==> images/port_nets.png <==
The bar under the picture is 20 um long.
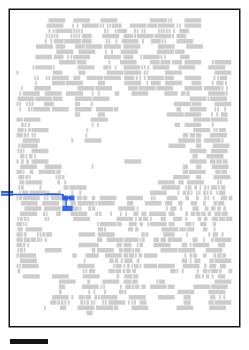
==> images/final_congestion.png <==
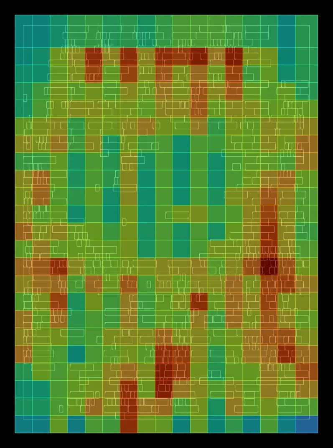
==> images/metal_stack.png <==
The bar under the picture is 20 um long.
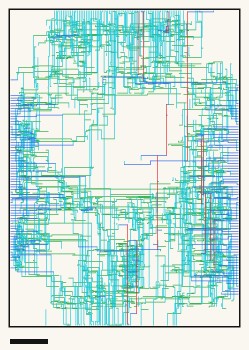
==> images/registers.png <==
The bar under the picture is 20 um long. Other sequential cells in the stronger gray, the rest of the logic in the fainter gray.
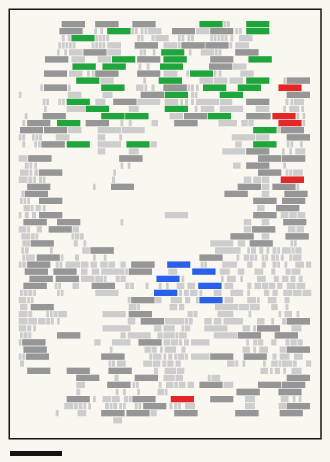
==> config.mk <==
export PLATFORM = sky130hd
export DESIGN_NAME = aukv_lsu
export DESIGN_NICKNAME = d
export VERILOG_FILES = /design/src/rtl/aukv_lsu.sv
export SDC_FILE = /design/constraint.sdc
export NUM_CORES = 1
export LEC_CHECK = 0
export ABC_CLOCK_PERIOD_IN_PS = 2600
export CORE_ASPECT_RATIO = 1.4
export CORE_MARGIN = 3
export CORE_UTILIZATION = 42
export DETAILED_ROUTE_END_ITERATION = 12
export DONT_BUFFER_PORTS = 1
export PLACE_DENSITY = 0.65
export SKIP_CTS_REPAIR_TIMING = 1
export SYNTH_ARGS = -nofsm -noshare
export SYNTH_HDL_FRONTEND = slang
export SYNTH_SLANG_ARGS = --single-unit
==> constraint.sdc <==
create_clock -name i_clk -period 2.6 [get_ports i_clk]
set_input_delay 0.39 -clock i_clk [delete_from_list [all_inputs] [get_ports i_clk]]
set_output_delay 0.39 -clock i_clk [all_outputs]
set_load 0.1 [all_outputs]
==> run summary <==
Total Wirelength -> 18900 um
DRC viols -> 0
Syn Std Cell Area -> 0.00754 mm^2
WP buf/inv -> 2
Die span in y -> 165 um
Initial antenna violation count -> 0
Worst clock skew -> 15.8 ps
Hold crit path type -> in2async
Sink Count -> 160
Max Freq -> 0.425 GHz
Status -> finished with violations
TNS Setup -> 0 ps
Final hold vios -> 160
Fill cell count -> 1634
RSZ-0062 raised after global routing -> false
Worst path cell trace -> inv_1 -> ha_1 -> nand3b_1 -> nor3b_1 -> a31o_2 -> buf_12 -> mux2_4
Final max-slew violation count -> 0
Max transition margin -> 34.6%
Flip-flops with a built-in enable -> 0
Worst Path Max Fanout -> 16
CP arrival -> 2650 ps
Hold WS -> -325 ps
Total of max-cap violations -> 0
Finished Cell Area -> 0.00815 mm^2
Vias in the first global route -> 5264
Commonest flop -> dfrtp_1
Drt via density -> 5.52
Post-route minimum period -> 2360 ps
Setup crit end kind -> flop
Cell type with the largest total area -> dfrtp_1
Log Warnings -> 33
Reg clk slew, reported paths -> 70 ps
H-Tree Depth -> 4
Cell depth of the worst flop-to-flop path -> 7
Top cells by area -> dfrtp_1 (53%), nand2_1 (9.1%), mux2_4 (5.8%), mux2i_1 (4.4%), buf_4 (3.7%)
Die width -> 119 um
Total GRT Usage -> 19.0%
Worst path required time -> 2900 ps
YS chip area -> 0.00754 mm^2
1st-iter DRT viols -> 241
Violations in the final reports -> negative hold slack
Mapped Cells -> 708
# Cells Yosys -> 708
Synth Seq Share -> 53.1%
About port_nets.png:
Key: blue = i_st_type [bits 2, direction input, end cells 3, wire 75.8 um]
Ports: 258
PortBufs: 0

About final_congestion.png:
GRT busiest layer: met2
GR Util met2: 33.4%
GR met1 Demand/Resource: 20.8%

About metal_stack.png:
Key: red = met4 [wire length 483 um]; green = met1 [wire length 6650 um]; cyan = met2 [wire length 9920 um]; blue = met3 [wire length 1880 um]
post-DR wirelength/cell: 20.5 um
vias: 5092

About registers.png:
Key: blue = cnt [placed flops 6]; green = o_exc_addr [placed flops 32]; red = op_rd [placed flops 5]
Another 117 sequential cells are not colored.
flop share of the area: 49.1%
post-layout util: 46.7%
Seq. cell area: 0.00401 mm^2

==> cell usage in the layout, fill, tap and decap left out, types with 2 or more instances in the layout <==
cell type	n
nand2_1	183
dfrtp_1	159
nor2_1	43
mux2i_1	33
mux2_4	29
a21oi_1	27
o21ai_0	19
mux2_2	18
o22a_1	17
clkbuf_16	17
buf_4	11
or2_2	10
a21oi_2	9
inv_1	8
a211oi_1	8
nor2b_1	8
a221oi_1	7
ha_1	6
inv_6	6
buf_12	5
nand3b_1	4
a31oi_1	4
nand2b_1	3
nand4_1	3
xor2_1	3
clkinv_4	3
a22o_1	2
nand3_1	2
nor3b_1	2
xnor2_1	2
o21ai_1	2
conb_1	2
==> metrics by stage <==
stage	util, %	instances	setup WS (ps)
global route	46.7	923	145
finish	46.7	923	245
global placement	43.3	891	394
floorplan	-	709	522
detailed placement	43.3	891	269
CTS	46.7	923	260
==> cells in the mapped netlist (7+ instances only) <==
master    number
mux2_4        29
o21ai_0       19
dfrtp_1      160
clkbuf_1      14
a211oi_1       8
nor2b_1        8
mux2i_1       33
nand2_1      183
buf_2          9
nor2_1        43
buf_4         37
inv_1          8
a21oi_2        9
a221oi_1       7
a21oi_1       27
or2_2         10
mux2_2        18
o22a_1        17
==> cell type report <==
| cell class | instances | area [um^2] | area share (%) |
|---|---|---|---|
| clock buffers | 19 | 443 | 5.43 |
| clock inverters | 13 | 144 | 1.76 |
| inverters | 8 | 30.0 | 0.368 |
| multi-input cells | 471 | 3050 | 37.4 |
| flip-flops and latches | 160 | 4010 | 49.1 |
| well taps | 236 | 295 | 3.62 |
| repair buffers | 16 | 183 | 2.24 |
==> layer usage <==
metal,part of all wire (%),vias to the layer above,routed length [um],track usage [%]
li1,-,2287,-,-
met3,9.9,33,1880,7.30
met1,35,2512,6650,20.8
met2,52,260,9920,33.4
met4,2.5,0,482,7.12
met5,0,-,0,0
==> worst register-to-register path, delay by kind of cell (launching register included) <==
family | cells | cell delay [ps]
simple gates | 2 | 420
fa+ha+maj | 1 | 330
buf+inv | 2 | 370
mux | 1 | 320
flops | 1 | 440
compound gates | 1 | 360
==> kinds of logic (layout without fill, tap and decap cells) <==
group | after synthesis | in the layout | synth area share [%]
xor+xnor | 5 | 5 | 0.581
mux | 80 | 80 | 12.8
flops | 160 | 160 | 53.1
other cells | 1 | 2 | 0.0497
fa+ha+maj | 6 | 6 | 0.996
buf+inv | 78 | 56 | 6.47
compound gates | 109 | 109 | 10.5
simple gates | 269 | 269 | 15.5
